**src/rtl/glyph_blitter.sv**
```systemverilog
// glyph_blitter
//   Walks the 8 rows of one glyph held in the 512x8 character ROM and turns
//   each row byte into per-pixel writes on a valid/ready stream.
//
//   Parameters
//     X_W        pixel x coordinate width
//     Y_W        pixel y coordinate width
//   Ports
//     clk        system clock, rising edge
//     reset      asynchronous, active-high; clears all state and outputs
//     start      request strobe, accepted only while idle
//     char_code  glyph index; ROM rows live at {char_code, row}
//     x, y       top-left pixel position of the glyph
//     opaque     1: emit all 64 pixels, 0: emit only set bits
//     busy       high whenever a glyph is in progress
//     done       one-cycle pulse when the glyph is complete
//     rom_addr   registered ROM address
//     rom_data   combinational ROM output for rom_addr
//     pix_valid  pixel write valid
//     pix_ready  downstream accepts pixel
//     pix_x      pixel column (wraps modulo 2^X_W)
//     pix_y      pixel row (wraps modulo 2^Y_W)
//     pix_on     glyph bit (1 = foreground)
module glyph_blitter #(
   parameter int X_W = 11,
   parameter int Y_W = 10
) (
   input  logic           clk,
   input  logic           reset,
   input  logic           start,
   input  logic [5:0]     char_code,
   input  logic [X_W-1:0] x,
   input  logic [Y_W-1:0] y,
   input  logic           opaque,
   output logic           busy,
   output logic           done,
   output logic [8:0]     rom_addr,
   input  logic [7:0]     rom_data,
   output logic           pix_valid,
   input  logic           pix_ready,
   output logic [X_W-1:0] pix_x,
   output logic [Y_W-1:0] pix_y,
   output logic           pix_on
);

   localparam logic [1:0] S_IDLE  = 2'd0;
   localparam logic [1:0] S_FETCH = 2'd1;
   localparam logic [1:0] S_EMIT  = 2'd2;
   localparam logic [1:0] S_DONE  = 2'd3;

   logic [1:0]     state;
   logic [5:0]     code_q;
   logic [X_W-1:0] x_q;
   logic [Y_W-1:0] y_q;
   logic           opaque_q;
   logic [2:0]     row;
   logic [2:0]     col;
   logic [7:0]     row_buf;

   logic           cur_bit;
   logic           drawable;
   logic           advance;
   logic           emitting;

   // Column 0 is the MSB of the row byte (leftmost pixel).
   assign cur_bit  = row_buf[3'd7 - col];
   assign emitting = (state == S_EMIT);
   assign drawable = opaque_q | cur_bit;
   // A drawable column waits for the handshake; a blank one is skipped in a cycle.
   assign advance  = ~drawable | pix_ready;

   assign busy      = (state != S_IDLE);
   assign done      = (state == S_DONE);
   assign pix_valid = emitting & drawable;
   assign pix_on    = emitting & cur_bit;
   assign pix_x     = emitting ? x_q + X_W'(col) : '0;
   assign pix_y     = emitting ? y_q + Y_W'(row) : '0;

   always_ff @(posedge clk or posedge reset) begin
      if (reset) begin
         state    <= S_IDLE;
         code_q   <= '0;
         x_q      <= '0;
         y_q      <= '0;
         opaque_q <= 1'b0;
         row      <= '0;
         col      <= '0;
         row_buf  <= '0;
         rom_addr <= '0;
      end else begin
         case (state)
            S_IDLE: begin
               if (start) begin
                  code_q   <= char_code;
                  x_q      <= x;
                  y_q      <= y;
                  opaque_q <= opaque;
                  row      <= '0;
                  col      <= '0;
                  rom_addr <= {char_code, 3'd0};
                  state    <= S_FETCH;
               end
            end
            S_FETCH: begin
               row_buf <= rom_data;
               col     <= '0;
               state   <= S_EMIT;
            end
            S_EMIT: begin
               if (advance) begin
                  if (col == 3'd7) begin
                     col <= '0;
                     if (row == 3'd7) begin
                        state <= S_DONE;
                     end else begin
                        row      <= row + 3'd1;
                        rom_addr <= {code_q, row + 3'd1};
                        state    <= S_FETCH;
                     end
                  end else begin
                     col <= col + 3'd1;
                  end
               end
            end
            S_DONE: begin
               state <= S_IDLE;
            end
            default: begin
               state <= S_IDLE;
            end
         endcase
      end
   end

endmodule
```
**config.mk**
```make
export PLATFORM = sky130hd
export DESIGN_NAME = glyph_blitter
export DESIGN_NICKNAME = d
export VERILOG_FILES = /design/src/rtl/glyph_blitter.sv
export SDC_FILE = /design/constraint.sdc
export NUM_CORES = 1
export LEC_CHECK = 0
export ABC_CLOCK_PERIOD_IN_PS = 4500
export CORE_MARGIN = 2
export CORE_UTILIZATION = 53
export DETAILED_ROUTE_END_ITERATION = 16
export PLACE_DENSITY = 0.9
export SYNTH_ARGS = -nofsm -noshare
export SYNTH_HDL_FRONTEND = slang
export SYNTH_SLANG_ARGS = --single-unit
```
**constraint.sdc**
```tcl
create_clock -name clk -period 4.5 [get_ports clk]
set_input_delay 1.125 -clock clk [delete_from_list [all_inputs] [get_ports clk]]
set_output_delay 1.125 -clock clk [all_outputs]
set_load 0.01 [all_outputs]
```
==> out/qor_table.md, run 1 <==
| Result | Reported |
|:---|:---|
| Cell with the most instances after synthesis | nand2_1 |
| Worst clock skew on the final layout | 0.008913 ns |
| Minimum period implied by the final worst setup slack | 4.063 ns |
| Data arrival, critical path | 2.94 ns |
| Synth Area per Inst | 9.984 um2 |
| Post-DR wirelength/cell | 14.18 um |
| Max-slew headroom at the worst pin | 0.2369 |
| CP max stage cell | dfrtp_1 |
| Final setup violation count | 0 |
| Fin crit share | 0.9029 |
| Result of the run | finished, final reports clean |
| Critical path data required time | 3.38 ns |
| Buffer count from post-CTS setup fixing | 0 |
| Fraction of layout cells with a size suffix above 1 | 0.1341 |
| Hpwl dp | 4434 um |
| Worst setup slack after layout | 0.4372 ns |
| Number of violations reported at the end of detailed-routing iteration 0 | 133 |
| Combined buffer and inverter count along the critical path | 1 |
| Path type of the worst min-delay path | reg2reg |
| Flop2flop setup slack | 1.97 ns |
| DRC violation count after routing | 0 |
| Final setup TNS | 0 ns |
| Number of global-route vias before repair | 2269 |
| Min Hold Slack | 0.5057 ns |
| RSZ-0062 raised after global routing | false |
| Timing startpoint of the critical path | col[0] |
| Cell count listed in synth_stat.txt | 288 |
| Clock sink count | 50 |
| Final-report max-slew violation count | 0 |
| Maximum clock path buffer count | 2 |
| I/O pins | 74 |
| Antenna violations before repair | 0 |
| Cell count after synthesis | 288 |
| Fraction of power spent switching nets | 0.3850 |
## run 1: per-layer routing
metal  track usage  share of wire
met4       0.06786         0.0077
met2        0.3690           0.51
met3       0.04535          0.052
met5             0              0
met1        0.2674           0.43
## run 1: cell families after synthesis
kind of cell / count (synthesis) / synth area share
XOR/XNOR: 9 / 0.02742
AND-OR/OR-AND: 43 / 0.1010
adder cells (fa/ha/maj): 12 / 0.05744
flip-flops: 50 / 0.4352
multiplexers: 41 / 0.1658
AND/OR/NAND/NOR: 109 / 0.1784
buffers and inverters: 24 / 0.03481
## run 1: state kept, by name, indices dropped and copies added (netlist names)
| register | cells |
|---|---|
| state | 2 |
| row_buf | 8 |
| col | 3 |
| opaque_q | 1 |
| y_q | 10 |
| x_q | 11 |
| code_q | 6 |
| rom_addr | 9 |
**Run 1: cells colored by class**

Scale bar: 20 um.
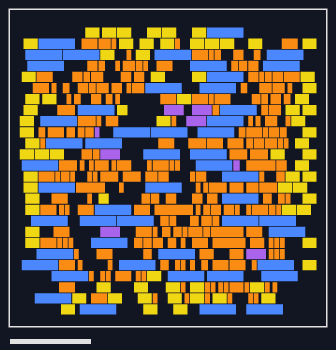
Key: blue = sequential cells [cells 50, share of their area 34%]; yellow = remaining buffers and delay cells [cells 75, share of their area 20%]; purple = clock drivers and dummy loads [cells 8, share of their area 2.5%]; orange = remaining logic cells [cells 225, share of their area 43%]
sequential cell area share: 0.3340
Placeable Area: 5172 um2
standard-cell rows: 26
post-layout instance area: 3746 um2
fin util: 0.7242

**Run 1: gate families picked out**

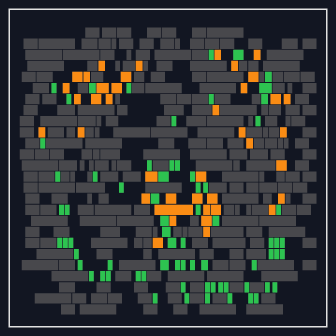
Key: green = nand cells [cells 70]; orange = aoi and oai cells [cells 40]
non-filler cells, final: 428
multi-input logic portion of the cell area: 0.4082
highest-count logic cell in the final layout: clkdlybuf4s50_1

**Run 1: placement view**

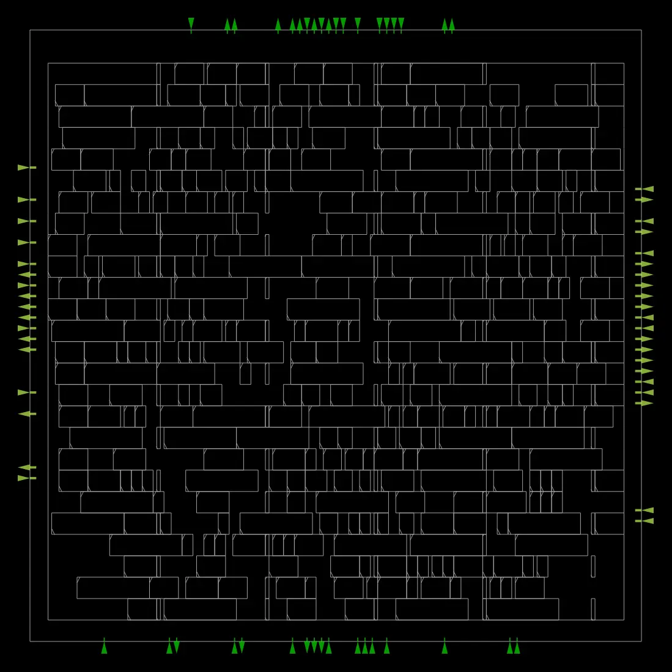
n_taps: 70
flop count: 50
filler cell count: 388

==> run 2, diff against run 1 <==
Settings changed: SKIP_LAST_GASP set to 1.
**Run 2: clock wires, drivers and flops**

Scale bar: 20 um.
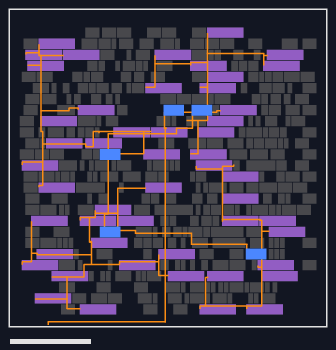
Key: orange = clock wires [length 577 um]; purple = flip-flops [count 50]; blue = clock-net drivers [count 5]
Position of the flops: spread over the die. There are 6 routed clock nets.
worst clock skew on the final layout: 0.008913 ns
Clock group: 262 uW
portion of total power attributed to the clock network: 0.110
Clk Latency, worst-skew pair: 0.30 ns

==> out/qor_table.md, run 2 <==
| Result | Reported |
|:---|:---|
| Result of the run | finished, final reports clean |
| Clock sink count | 50 |
| RSZ-0062 raised after global routing | false |
| Cell count listed in synth_stat.txt | 288 |
| Number of global-route vias before repair | 2269 |
| Placeable Area | 5172 um2 |
| Highest-count logic cell in the final layout | clkdlybuf4s50_1 |
| Antenna violations before repair | 0 |
| Final setup TNS | 0 ns |
| Cell count after synthesis | 288 |
| CP Capture Point | pix_x[10] |
| Multi-input logic portion of the cell area | 0.4082 |
| Minimum period implied by the final worst setup slack | 4.063 ns |
| Max-slew headroom at the worst pin | 0.2369 |
| GR Util met1 | 0.2674 |
| Routed metal-1 wirelength | 2626 um |
| Fin util | 0.7242 |
| CP max stage cell | dfrtp_1 |
| Fin crit share | 0.9029 |
| Final setup violation count | 0 |
| Critical path data required time | 3.38 ns |
| DRC violation count after routing | 0 |
| Register with the most flip-flops | x_q |
| Path type of the worst min-delay path | reg2reg |
| Non-filler cells, final | 428 |
| WL met2 | 3075 um |
| Flop2flop setup slack | 1.97 ns |
| Fraction of power spent switching nets | 0.3850 |
| Standard-cell rows | 26 |
| Registers with the most flip-flops | x_q x11, y_q x10, rom_addr x9 |
| Post-layout instance area | 3746 um2 |
| Fraction of layout cells with a size suffix above 1 | 0.1341 |
| Filler cell count | 388 |
| Worst setup slack after layout | 0.4372 ns |
| Timing startpoint of the critical path | col[0] |
| Met3 track utilization from global routing | 0.04535 |
| Sequential cell area share | 0.3340 |
| Min Hold Slack | 0.5057 ns |
| Global routing usage on met2 | 0.3690 |
| Final-report max-slew violation count | 0 |
**Run 2: gate families picked out**

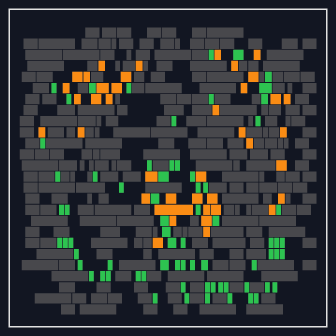
Key: green = nand cells [cells 70]; orange = aoi and oai cells [cells 40]

## run 2: cell counts after synthesis
No cell type changed its count.
## run 2: kinds of logic (layout without fill, tap and decap cells)
kind of cell	count (synthesis)	count (layout)	synth area share
AND-OR/OR-AND	43	43	0.1010
AND/OR/NAND/NOR	109	109	0.1784
multiplexers	41	41	0.1658
adder cells (fa/ha/maj)	12	12	0.05744
XOR/XNOR	9	9	0.02742
flip-flops	50	50	0.4352
buffers and inverters	24	94	0.03481
## run 2: worst max-delay path, delay by kind of cell, from the launching register on
family	cells	cell delay (ns)
AND-OR/OR-AND	3	0.55
adder cells (fa/ha/maj)	2	0.74
buffers and inverters	1	0.59
flip-flops	1	0.60
AND/OR/NAND/NOR	1	0.16
Power is estimated from default activity; no workload was simulated.
